==> src/rtl/mantissa_norm_round.sv <==
// mantissa_norm_round
//
// Purpose:
//   Normalizes and rounds the raw 56-bit product from the 28x28 mantissa
//   multiplier. The block runs as a two-stage valid/ready pipeline.
//     S1: selects the normalize window and captures guard (G) and sticky (S).
//         It also captures the zero and unnormalized flags.
//     S2: applies the rounding increment, handles carry-out of an all-ones
//         mantissa, and registers the final result.
//   The product is treated either as one 28-bit lane (single) or as two
//   independent 14-bit lanes (dual). In dual mode, lane0 is built from
//   prod[27:0] and lane1 from prod[55:28].
//
// Ports:
//   clk, rst        single clock; asynchronous active-high reset
//   s_valid/s_ready input handshake
//   s_prod [55:0]   raw mantissa product
//   s_op   [1:0]    00 single RNE, 01 single trunc, 10 dual RNE, 11 dual trunc
//   s_tag           sideband tag, carried through unchanged
//   m_valid/m_ready output handshake
//   m_mant [27:0]   rounded mantissa including the hidden bit
//                   (dual mode: lane1 in [27:14], lane0 in [13:0])
//   m_eadj [3:0]    per-lane exponent adjust, 0..2 (lane0 in [1:0])
//   m_inexact/m_zero/m_unnorm [1:0]  per-lane flags (bit 1 is 0 in single mode)
//   m_op, m_tag     s_op and s_tag, registered alongside the result
//
// Handshake:
//   A transfer happens on a rising edge where valid and ready are both high.
//   A stage loads when it is empty or when its downstream stage drains.
//   The contents of a stalled stage do not change.
//   s_ready = !s1_valid | s2_load, where s2_load = !s2_valid | m_ready.
module mantissa_norm_round #(
    parameter int TAG_W = 4
) (
    input  logic             clk,
    input  logic             rst,
    input  logic             s_valid,
    output logic             s_ready,
    input  logic [55:0]      s_prod,
    input  logic [1:0]       s_op,
    input  logic [TAG_W-1:0] s_tag,
    output logic             m_valid,
    input  logic             m_ready,
    output logic [27:0]      m_mant,
    output logic [3:0]       m_eadj,
    output logic [1:0]       m_inexact,
    output logic [1:0]       m_zero,
    output logic [1:0]       m_unnorm,
    output logic [1:0]       m_op,
    output logic [TAG_W-1:0] m_tag
);

    // Normalize result for one 28-bit dual-mode lane.
    typedef struct packed {
        logic [13:0] mant;
        logic        g;
        logic        s;
        logic        hi;      // lane MSB was set; sets the eadj base to 1
        logic        zero;
        logic        unnorm;
    } lane_norm_t;

    function automatic lane_norm_t norm_lane(input logic [27:0] l);
        lane_norm_t r;
        r.hi = l[27];
        if (l[27]) begin
            r.mant = l[27:14];
            r.g    = l[13];
            r.s    = |l[12:0];
        end else begin
            r.mant = l[26:13];
            r.g    = l[12];
            r.s    = |l[11:0];
        end
        r.zero   = (l == 28'd0);
        r.unnorm = !r.zero && (l[27:26] == 2'b00);
        return r;
    endfunction

    // Round one 14-bit lane. The return value is {eadj[1:0], mant[13:0]}.
    // Carry-out can occur only when the mantissa is all ones. The result then
    // becomes the hidden bit alone, and the exponent adjust goes up by one.
    function automatic logic [15:0] round_lane(
        input logic [13:0] mant,
        input logic        g,
        input logic        s,
        input logic        hi,
        input logic        trunc
    );
        logic        up;
        logic [14:0] sum;
        logic [1:0]  e;
        logic [13:0] m;
        up  = !trunc && g && (s || mant[0]);
        sum = {1'b0, mant} + {14'd0, up};
        e   = {1'b0, hi};
        m   = sum[13:0];
        if (sum[14]) begin
            m = 14'h2000;
            e = e + 2'd1;
        end
        return {e, m};
    endfunction

    // ------------------------------------------------------------------
    // Pipeline control
    // ------------------------------------------------------------------
    logic s1_valid_q, s1_valid_d;
    logic s2_valid_q, s2_valid_d;
    logic s2_load;
    logic s1_load;
    logic s1_take;
    logic s2_take;

    always_comb begin
        s2_load    = !s2_valid_q || m_ready;
        s1_load    = !s1_valid_q || s2_load;
        s1_take    = s_valid && s1_load;
        s2_take    = s1_valid_q && s2_load;
        s1_valid_d = s1_load ? s_valid : s1_valid_q;
        s2_valid_d = s2_load ? s1_valid_q : s2_valid_q;
    end

    assign s_ready = s1_load;
    assign m_valid = s2_valid_q;

    // ------------------------------------------------------------------
    // Stage 1: normalize window selection, guard and sticky bits
    // ------------------------------------------------------------------
    logic [27:0]      s1_mant_q,   s1_mant_d;
    logic [1:0]       s1_g_q,      s1_g_d;
    logic [1:0]       s1_s_q,      s1_s_d;
    logic [1:0]       s1_hi_q,     s1_hi_d;
    logic [1:0]       s1_zero_q,   s1_zero_d;
    logic [1:0]       s1_unnorm_q, s1_unnorm_d;
    logic [1:0]       s1_op_q,     s1_op_d;
    logic [TAG_W-1:0] s1_tag_q,    s1_tag_d;

    lane_norm_t lane0_n;
    lane_norm_t lane1_n;
    logic       sgl_hi;
    logic       sgl_zero;

    always_comb begin
        lane0_n  = norm_lane(s_prod[27:0]);
        lane1_n  = norm_lane(s_prod[55:28]);
        sgl_hi   = s_prod[55];
        sgl_zero = (s_prod == 56'd0);

        s1_mant_d   = s1_mant_q;
        s1_g_d      = s1_g_q;
        s1_s_d      = s1_s_q;
        s1_hi_d     = s1_hi_q;
        s1_zero_d   = s1_zero_q;
        s1_unnorm_d = s1_unnorm_q;
        s1_op_d     = s1_op_q;
        s1_tag_d    = s1_tag_q;

        if (s1_take) begin
            s1_op_d  = s_op;
            s1_tag_d = s_tag;
            if (s_op[1]) begin
                s1_mant_d   = {lane1_n.mant, lane0_n.mant};
                s1_g_d      = {lane1_n.g, lane0_n.g};
                s1_s_d      = {lane1_n.s, lane0_n.s};
                s1_hi_d     = {lane1_n.hi, lane0_n.hi};
                s1_zero_d   = {lane1_n.zero, lane0_n.zero};
                s1_unnorm_d = {lane1_n.unnorm, lane0_n.unnorm};
            end else begin
                // Single lane. Lane1 bits are forced to 0, so the flags and
                // eadj read as 0 in the upper lane.
                if (sgl_hi) begin
                    s1_mant_d = s_prod[55:28];
                    s1_g_d    = {1'b0, s_prod[27]};
                    s1_s_d    = {1'b0, |s_prod[26:0]};
                end else begin
                    s1_mant_d = s_prod[54:27];
                    s1_g_d    = {1'b0, s_prod[26]};
                    s1_s_d    = {1'b0, |s_prod[25:0]};
                end
                s1_hi_d     = {1'b0, sgl_hi};
                s1_zero_d   = {1'b0, sgl_zero};
                s1_unnorm_d = {1'b0, !sgl_zero && (s_prod[55:54] == 2'b00)};
            end
        end
    end

    // ------------------------------------------------------------------
    // Stage 2: rounding and carry-out handling
    // ------------------------------------------------------------------
    logic [27:0]      s2_mant_q,    s2_mant_d;
    logic [3:0]       s2_eadj_q,    s2_eadj_d;
    logic [1:0]       s2_inexact_q, s2_inexact_d;
    logic [1:0]       s2_zero_q,    s2_zero_d;
    logic [1:0]       s2_unnorm_q,  s2_unnorm_d;
    logic [1:0]       s2_op_q,      s2_op_d;
    logic [TAG_W-1:0] s2_tag_q,     s2_tag_d;

    logic        trunc;
    logic [15:0] r_lane0;
    logic [15:0] r_lane1;
    logic        sgl_up;
    logic [28:0] sgl_sum;
    logic [1:0]  sgl_eadj;
    logic [27:0] sgl_mant;

    always_comb begin
        trunc   = s1_op_q[0];
        r_lane0 = round_lane(s1_mant_q[13:0],  s1_g_q[0], s1_s_q[0], s1_hi_q[0], trunc);
        r_lane1 = round_lane(s1_mant_q[27:14], s1_g_q[1], s1_s_q[1], s1_hi_q[1], trunc);

        sgl_up   = !trunc && s1_g_q[0] && (s1_s_q[0] || s1_mant_q[0]);
        sgl_sum  = {1'b0, s1_mant_q} + {28'd0, sgl_up};
        sgl_eadj = {1'b0, s1_hi_q[0]};
        sgl_mant = sgl_sum[27:0];
        if (sgl_sum[28]) begin
            sgl_mant = 28'h800_0000;
            sgl_eadj = sgl_eadj + 2'd1;
        end

        s2_mant_d    = s2_mant_q;
        s2_eadj_d    = s2_eadj_q;
        s2_inexact_d = s2_inexact_q;
        s2_zero_d    = s2_zero_q;
        s2_unnorm_d  = s2_unnorm_q;
        s2_op_d      = s2_op_q;
        s2_tag_d     = s2_tag_q;

        if (s2_take) begin
            s2_op_d      = s1_op_q;
            s2_tag_d     = s1_tag_q;
            s2_zero_d    = s1_zero_q;
            s2_unnorm_d  = s1_unnorm_q;
            s2_inexact_d = s1_g_q | s1_s_q;
            if (s1_op_q[1]) begin
                s2_mant_d = {r_lane1[13:0], r_lane0[13:0]};
                s2_eadj_d = {r_lane1[15:14], r_lane0[15:14]};
            end else begin
                s2_mant_d = sgl_mant;
                s2_eadj_d = {2'b00, sgl_eadj};
            end
        end
    end

    // ------------------------------------------------------------------
    // State registers. Data is cleared too, so the outputs read 0 in reset.
    // ------------------------------------------------------------------
    always_ff @(posedge clk or posedge rst) begin
        if (rst) begin
            s1_valid_q   <= 1'b0;
            s1_mant_q    <= '0;
            s1_g_q       <= '0;
            s1_s_q       <= '0;
            s1_hi_q      <= '0;
            s1_zero_q    <= '0;
            s1_unnorm_q  <= '0;
            s1_op_q      <= '0;
            s1_tag_q     <= '0;
            s2_valid_q   <= 1'b0;
            s2_mant_q    <= '0;
            s2_eadj_q    <= '0;
            s2_inexact_q <= '0;
            s2_zero_q    <= '0;
            s2_unnorm_q  <= '0;
            s2_op_q      <= '0;
            s2_tag_q     <= '0;
        end else begin
            s1_valid_q   <= s1_valid_d;
            s1_mant_q    <= s1_mant_d;
            s1_g_q       <= s1_g_d;
            s1_s_q       <= s1_s_d;
            s1_hi_q      <= s1_hi_d;
            s1_zero_q    <= s1_zero_d;
            s1_unnorm_q  <= s1_unnorm_d;
            s1_op_q      <= s1_op_d;
            s1_tag_q     <= s1_tag_d;
            s2_valid_q   <= s2_valid_d;
            s2_mant_q    <= s2_mant_d;
            s2_eadj_q    <= s2_eadj_d;
            s2_inexact_q <= s2_inexact_d;
            s2_zero_q    <= s2_zero_d;
            s2_unnorm_q  <= s2_unnorm_d;
            s2_op_q      <= s2_op_d;
            s2_tag_q     <= s2_tag_d;
        end
    end

    assign m_mant    = s2_mant_q;
    assign m_eadj    = s2_eadj_q;
    assign m_inexact = s2_inexact_q;
    assign m_zero    = s2_zero_q;
    assign m_unnorm  = s2_unnorm_q;
    assign m_op      = s2_op_q;
    assign m_tag     = s2_tag_q;

endmodule

==> config.mk <==
export PLATFORM = sky130hd
export DESIGN_NAME = mantissa_norm_round
export DESIGN_NICKNAME = d
export VERILOG_FILES = /design/src/rtl/mantissa_norm_round.sv
export SDC_FILE = /design/constraint.sdc
export NUM_CORES = 1
export LEC_CHECK = 0
export CAP_MARGIN = 20
export CORE_MARGIN = 2
export CORE_UTILIZATION = 64
export DETAILED_ROUTE_END_ITERATION = 16
export DONT_BUFFER_PORTS = 1
export GPL_TIMING_DRIVEN = 0
export PLACE_DENSITY = 0.91
export SYNTH_ARGS = -nofsm -noshare
export SYNTH_HDL_FRONTEND = slang
export SYNTH_SLANG_ARGS = --single-unit
export TNS_END_PERCENT = 100
==> constraint.sdc <==
create_clock -name clk -period 3.3 [get_ports clk]
set_input_delay 0.66 -clock clk [delete_from_list [all_inputs] [get_ports clk]]
set_output_delay 0.66 -clock clk [all_outputs]
set_load 0.05 [all_outputs]
**Supply network**

The bar under the picture is 20 um long. Pins as bars on the die edge.
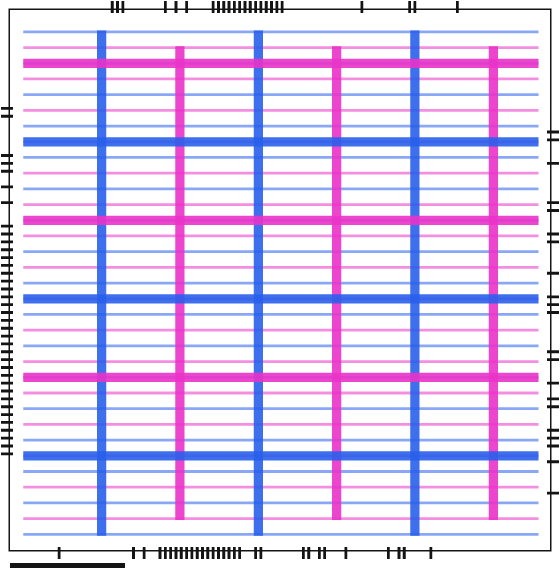
- blue: VSS
- magenta: VDD
- signal pins: 112
- rows: 32
- met4 straps: 6
- met1 rails: 33

**Placement by cell class**

The bar under the picture is 20 um long.
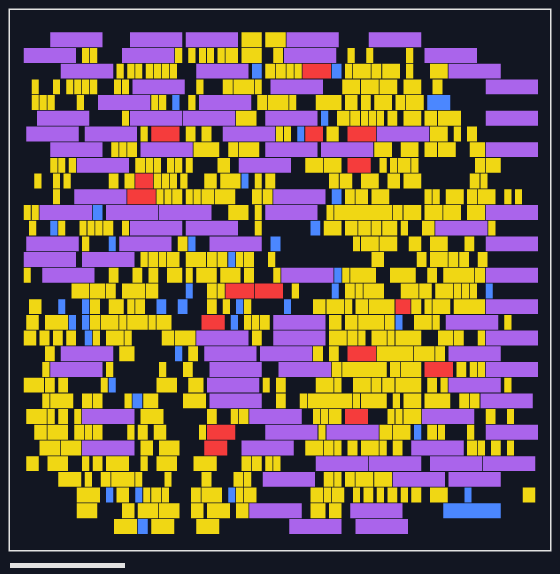
- blue: remaining buffers and delay cells (cells 40; share of their area 3.6%)
- yellow: combinational and other logic (cells 449; share of their area 51%)
- red: clock drivers and dummy loads (cells 16; share of their area 3.6%)
- purple: sequential cells (cells 90; share of their area 42%)

**Clock network drawn from the DEF**

The bar under the picture is 20 um long.
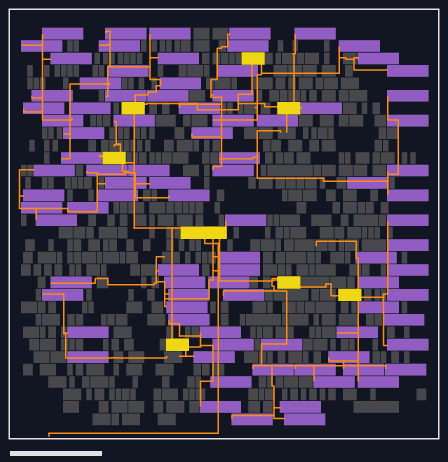
- orange: clock wires (length 1060 um)
- purple: flip-flops (count 90)
- yellow: clock drivers (count 9)
- routed clock nets: 10

**Signal wires by layer**

Only two layers are drawn.
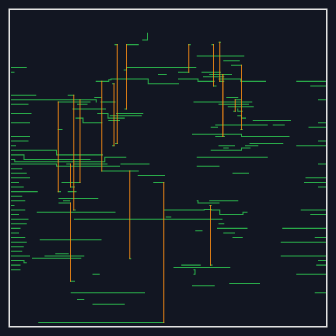
- orange: metal 4 (wire length 366 um)
- green: metal 3 (wire length 1110 um)

==> run_results.csv <==
group,metric,value,unit
outcome,run_status,"finished clean",
cells_and_area,nNonClkInverters,5,
final_timing,setup_viol,0,
flow_run,maxCapViolations,0,
clock_tree,cts.sink_count,90,
clock_tree,cts_tree,"done",
cells_and_area,final_area,0.00548,mm2
pwr,comb_power,577,uW
place,dp_hpwl,10.3,mm
cells_and_area,final_cell_mix,"nand2_1 (138), dfrtp_1 (90), o21ai_0 (59), nor2_1 (30), mux2i_1 (30)",
routing,ant_nets,0,
setup_path,cp_num_cells,10,
pwr,pwr-share-comb,18.1,%
routing,wire_per_inst,19.9,um
synthesis,synthTopCellsByArea,"dfrtp_1 (44%), nand2_1 (10%), mux2i_1 (5.9%)",
clock_tree,htreeDepth,3,
floorplanning,num_rows,32,
cells_and_area,drive_above_1_share,9.58,%
cells_and_area,sh_seq_area,41.1,%
cells_and_area,clock_buffers,9,
grt,grt_usage,33.3,%
place,gp_congestion,0.949,
final_timing,maxSlewViolCount,0,
synthesis,synth_top_cell_by_area,"dfrtp_1",
clock_tree,insertion_delay,0.38,ns
clock_tree,clock_path_buffers,2,
synthesis,synthesis.area,0.00513,mm2
routing,drt-total-wl,13.9,mm
floorplanning,io_pins,112,
pwr,ir_drop,0.377,mV
floorplanning,fp_util,66.1,%
grt,overflow,0,
setup_path,critPathKind,"flop to flop",
pwr,power_clock,754,uW
setup_path,reg2regPathDepth,10,
final_timing,hold_ws,0.118,ns
clock_tree,postCtsSetupBuffers,0,
place,dp_cells,681,
routing,drcViolationCount,0,
synthesis,ys_ff,90,
setup_path,critPathCaptureType,"flop",
cells_and_area,flops,90,
setup_path,crit_family,"simple AND/OR/NAND/NOR gates",
setup_path,crit_path_start,"s1_mant_q[0]",
grt,met3_usage,8.38,%
synthesis,xor_area_share,5.97,%
routing,wl_met2,6.69,mm
grt,grt_pass1_wl,22.6,mm
Power and IR drop assume default switching activity.
